Run 1, cells coloured by class:
(6 px per um) Fill, decap, tap and diode cells in grey.
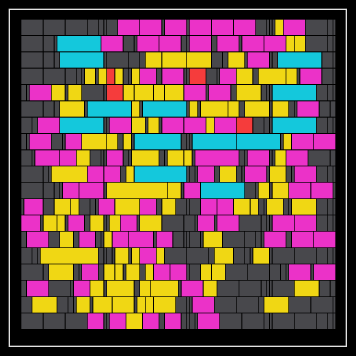
Run 1, the clock network:
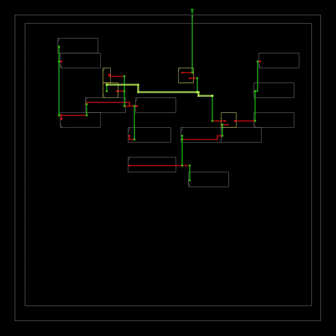
Run 1, M2 wires:
(8 px per um) Cells faint in the background.
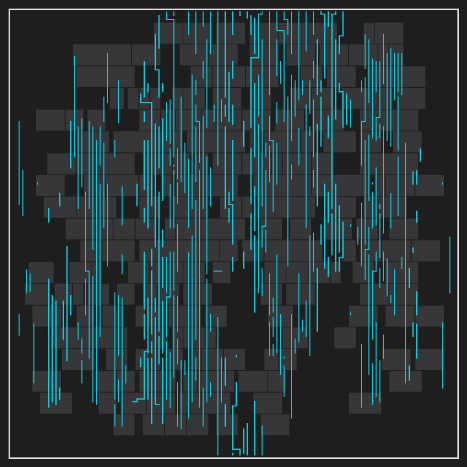
Run 1, routed clock nets over the placement:
(8 px per um)
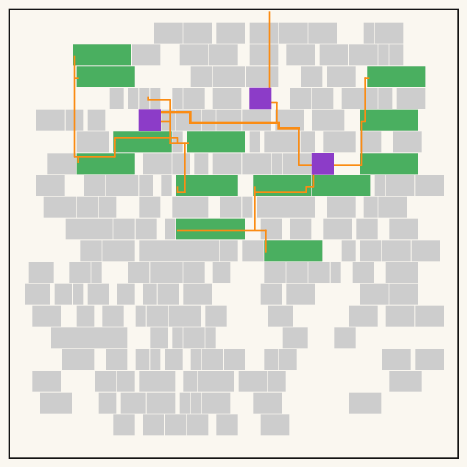
--- src/rtl/mux_pkg.sv ---
// Shared constants and helpers for the arbitrated N-to-1 registered multiplexer.
package mux_pkg;

  localparam logic MODE_FIXED = 1'b0;
  localparam logic MODE_RR    = 1'b1;

  // Constant-evaluable ceil(log2(value)), never less than 1 so index ports stay legal.
  function automatic int clog2(input int value);
    int result;
    result = 1;
    for (int i = 1; i < 31; i++) begin
      if ((1 << i) < value) begin
        result = i + 1;
      end
    end
    return result;
  endfunction

endpackage

--- src/rtl/rr_picker.sv ---
// Combinational grant selection: fixed lowest-index priority or round-robin from ptr.
module rr_picker
  import mux_pkg::*;
#(
  parameter int N     = 4,
  parameter int SEL_W = clog2(N)
) (
  input  logic [N-1:0]     req,
  input  logic [SEL_W-1:0] ptr,
  input  logic             mode,
  output logic [N-1:0]     gnt_onehot,
  output logic [SEL_W-1:0] gnt_idx,
  output logic             any
);

  logic [N-1:0] upper_mask;
  logic [N-1:0] masked_req;
  logic [N-1:0] pool;

  // Channels at or above ptr get first chance; if none request, the search wraps to 0.
  generate
    for (genvar gi = 0; gi < N; gi++) begin : g_mask
      assign upper_mask[gi] = (gi >= int'(ptr));
    end
  endgenerate

  assign masked_req = req & upper_mask;
  assign pool       = ((mode == MODE_RR) && (|masked_req)) ? masked_req : req;
  assign any        = |req;

  always_comb begin
    gnt_onehot = '0;
    gnt_idx    = '0;
    for (int i = N - 1; i >= 0; i--) begin
      if (pool[i]) begin
        gnt_onehot    = '0;
        gnt_onehot[i] = 1'b1;
        gnt_idx       = SEL_W'(i);
      end
    end
  end

endmodule

--- src/rtl/mux_nx1_rr_reg.sv ---
// N-input WIDTH-bit multiplexer with internal arbitration and a registered valid/ready output.
module mux_nx1_rr_reg
  import mux_pkg::*;
#(
  parameter int N     = 4,
  parameter int WIDTH = 8,
  parameter int SEL_W = clog2(N)
) (
  input  logic               clk,
  input  logic               rst,
  input  logic               mode,
  input  logic [N-1:0]       in_valid,
  input  logic [N*WIDTH-1:0] in_data,
  output logic [N-1:0]       in_ready,
  output logic               out_valid,
  output logic [WIDTH-1:0]   out_data,
  output logic [SEL_W-1:0]   out_sel,
  input  logic               out_ready
);

  logic [WIDTH-1:0] word [N];
  logic [SEL_W-1:0] ptr_reg;
  logic [SEL_W-1:0] ptr_next;
  logic             out_valid_reg;
  logic [WIDTH-1:0] out_data_reg;
  logic [SEL_W-1:0] out_sel_reg;

  logic [N-1:0]     gnt_onehot;
  logic [SEL_W-1:0] gnt_idx;
  logic             any;
  logic             load;
  logic             accept;

  generate
    for (genvar gi = 0; gi < N; gi++) begin : g_unpack
      assign word[gi] = in_data[gi*WIDTH +: WIDTH];
    end
  endgenerate

  rr_picker #(
    .N     (N),
    .SEL_W (SEL_W)
  ) u_picker (
    .req        (in_valid),
    .ptr        (ptr_reg),
    .mode       (mode),
    .gnt_onehot (gnt_onehot),
    .gnt_idx    (gnt_idx),
    .any        (any)
  );

  // The output register can take a new word when empty or being drained this cycle.
  assign load     = ~out_valid_reg | out_ready;
  assign accept   = load & any & ~rst;
  assign in_ready = accept ? gnt_onehot : '0;
  assign ptr_next = (gnt_idx == SEL_W'(N - 1)) ? '0 : gnt_idx + 1'b1;

  always_ff @(posedge clk) begin
    if (rst) begin
      out_valid_reg <= 1'b0;
      out_data_reg  <= '0;
      out_sel_reg   <= '0;
      ptr_reg       <= '0;
    end else if (load) begin
      if (any) begin
        out_valid_reg <= 1'b1;
        out_data_reg  <= word[gnt_idx];
        out_sel_reg   <= gnt_idx;
        if (mode == MODE_RR) begin
          ptr_reg <= ptr_next;
        end
      end else begin
        out_valid_reg <= 1'b0;
      end
    end
  end

  assign out_valid = out_valid_reg;
  assign out_data  = out_data_reg;
  assign out_sel   = out_sel_reg;

endmodule

--- config.mk ---
export PLATFORM = sky130hd
export DESIGN_NAME = mux_nx1_rr_reg
export DESIGN_NICKNAME = d
export VERILOG_FILES = /design/src/rtl/mux_pkg.sv /design/src/rtl/rr_picker.sv /design/src/rtl/mux_nx1_rr_reg.sv
export SDC_FILE = /design/constraint.sdc
export NUM_CORES = 1
export LEC_CHECK = 0
export CORE_MARGIN = 1.5
export CORE_UTILIZATION = 33
export DETAILED_ROUTE_END_ITERATION = 8
export MAX_ROUTING_LAYER = met4
export PLACE_DENSITY = 0.75
export SYNTH_ARGS = -nofsm -noshare
export SYNTH_HDL_FRONTEND = slang
export SYNTH_SLANG_ARGS = --single-unit
--- constraint.sdc ---
create_clock -name clk -period 2 [get_ports clk]
set_input_delay 0.4 -clock clk [delete_from_list [all_inputs] [get_ports clk]]
set_output_delay 0.4 -clock clk [all_outputs]
set_load 0.02 [all_outputs]
==> flow_summary.json, run 1 <==
{
  "final_count_of_pins_violating_max_slew": 0,
  "finalSetupViolations": 4,
  "wire_per_inst_um": 14.9,
  "fin_cells": 223,
  "cts-hold-fix-buffers": 0,
  "lay_top_count": "clkdlybuf4s50_1",
  "multi_input_comb_area_sq_um": 678,
  "yosys_cells": 112,
  "biggestCellCategory": "non-clock buffers",
  "clockBufferDepth": 2,
  "routed_via_density": 5.37,
  "timing_worst_slew_pin_value_ps": 464,
  "fin_nets": 233,
  "synth-seq-cells": 13,
  "violations": "setup timing",
  "initialDrtViolationCount": 21,
  "detailed_route_via_count": 1198,
  "row_count": 19,
  "run_status": "finished, violations left",
  "setup_ws_ps": -115,
  "post_cts_setup_buffer_count": 1,
  "cts-htree-levels": 1
}
## Picture notes: 'cells coloured by class'
| class | colour | cells | share of their area |
|---|---|---|---|
| clock drivers and dummy loads | red | 4 | 1.5% |
| other buffers and delay cells | magenta | 83 | 44% |
| combinational and other logic | yellow | 92 | 39% |
| flops | cyan | 13 | 15% |
cell area after layout: 1790 sq um
core outline area: 2710 sq um

## Picture notes: 'the clock network'
number of buffers created by CTS: 3
number of clock sinks: 13
clk ins delay skew pair: 280 ps
clock-net power: 0.000161 W
seq_cells: 13

## Picture notes: 'M2 wires'
longest straight run: 33.0 um
wire length on this layer: 1,880 um

## Picture notes: 'routed clock nets over the placement'
[clock drivers] purple | count: 3
[flip-flops] green | count: 13
[clock wires] orange | length: 141 um
routed clock nets: 4

[run 1: layer usage]
| layer | share of wire (%) | wire length [um] |
|---|---|---|
| met2 | 56 | 1880 |
| met5 | 0 | 0 |
| met4 | 1.1 | 38 |
| met3 | 5.7 | 190 |
| met1 | 37 | 1220 |
[run 1: critical path: stages (launching register included)]
cell and delay, ps:
dfxtp_2 360, or3b_4 390, a311oi_4 300, nor2_4 80, nand2_2 100, nor2_1 50, buf_4 160
[run 1: metrics by stage]
step                hold WS [ps]  utilization, %  power [W]
floorplan                    478               -   0.000480
global placement             448            63.1   0.000683
detailed placement           455            63.1   0.000696
CTS                          467            64.8   0.000860
global route                 486            65.9   0.000909
finish                       464            65.9   0.000865
## Run 2: what changed since run 1
GPL_ROUTABILITY_DRIVEN = 0   (was default)
==> flow_summary.json, run 2 <==
{
  "n_sequential_cell": 13,
  "number_of_buffers_created_by_cts": 3,
  "cts-htree-levels": 1,
  "syn-num-nets": 152,
  "initialDrtViolationCount": 41,
  "clkSinkCount": 13,
  "final_area_sq_um": 1850,
  "routed_via_density": 5.34,
  "final_count_of_pins_violating_max_slew": 0,
  "multi_input_comb_area_sq_um": 731,
  "met1_length_um": 1330,
  "highest_layer": "met4",
  "drt_wl_total_um": 3320,
  "row_count": 19,
  "numPortBuffers": 54,
  "final_standard_cell_utilization_of_the_core_pct": 68.2,
  "detailroute.wirelength.met2_um": 1800,
  "core_area_sq_um": 2710,
  "violations": "setup timing",
  "taps_inserted": 31,
  "critPathTopFamily": "simple AND/OR/NAND/NOR gates",
  "gr-usage-met3_pct": 3.49,
  "lay_top_count": "clkdlybuf4s50_1",
  "critical_path.cell_chain": "or3b_4, a311oi_4, nor2_4, nand2_4, nor3_2, buf_4",
  "setup_ws_ps": -78.2,
  "finalSetupViolations": 4,
  "yosys_cells": 112,
  "detailed_route_via_count": 1197,
  "clockBufferDepth": 2,
  "wire_per_inst_um": 14.8,
  "critical_path_buf_inv_count": 1,
  "hold_slack_ps": 461,
  "biggestCellCategory": "non-clock buffers",
  "run_status": "finished, violations left",
  "crit_path_max_incr_delay_ps": 390,
  "p_total_w": 0.000888,
  "timing_worst_slew_pin_value_ps": 507,
  "cpMaxStageDelayCell": "or3b_4",
  "synth-seq-cells": 13,
  "yosys-top-cells-area": "dfxtp_1, mux2_2, a21oi_1",
  "fin_cells": 224,
  "fin_nets": 234,
  "wl_met3_um": 176
}
[run 2: cell counts after synthesis]
Identical to the previous run, type by type.
[run 2: worst paths after layout]
kind	to	cells after the start	slack, ps
max reg2reg	out_data[2]	9	50
min reg2reg	out_sel[1]	2	460
max	in_ready[2]	6	-80
min	out_sel[1]	2	460
[run 2: what timing repair did]
item,in CTS,in global routing
hold buffers,0,0
resized,36,19
endpoints found under the setup margin,13,11
pin swaps,9,10
setup buffers,1,1
[run 2: power by group through the flow]
stage / clock [W] / combinational, W / sequential, W
finish: 0.000160 / 0.000429 / 0.000299
global route: 0.000178 / 0.000458 / 0.000302
CTS: 0.000168 / 0.000399 / 0.000298
detailed placement: 0 / 0.000390 / 0.000304
global placement: 0 / 0.000380 / 0.000302
floorplan: 0 / 0.000150 / 0.000331
Run 2, the clock network:
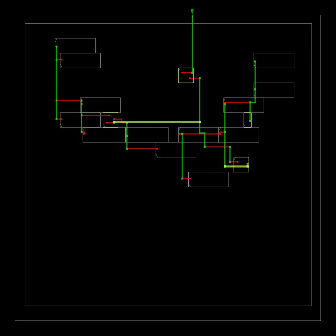
clk ins delay skew pair: 270 ps
clock-net power: 0.000160 W
Setup Skew: 2.43 ps
count of clock buffers in the final design: 4

Power is estimated from default activity; no workload was simulated.
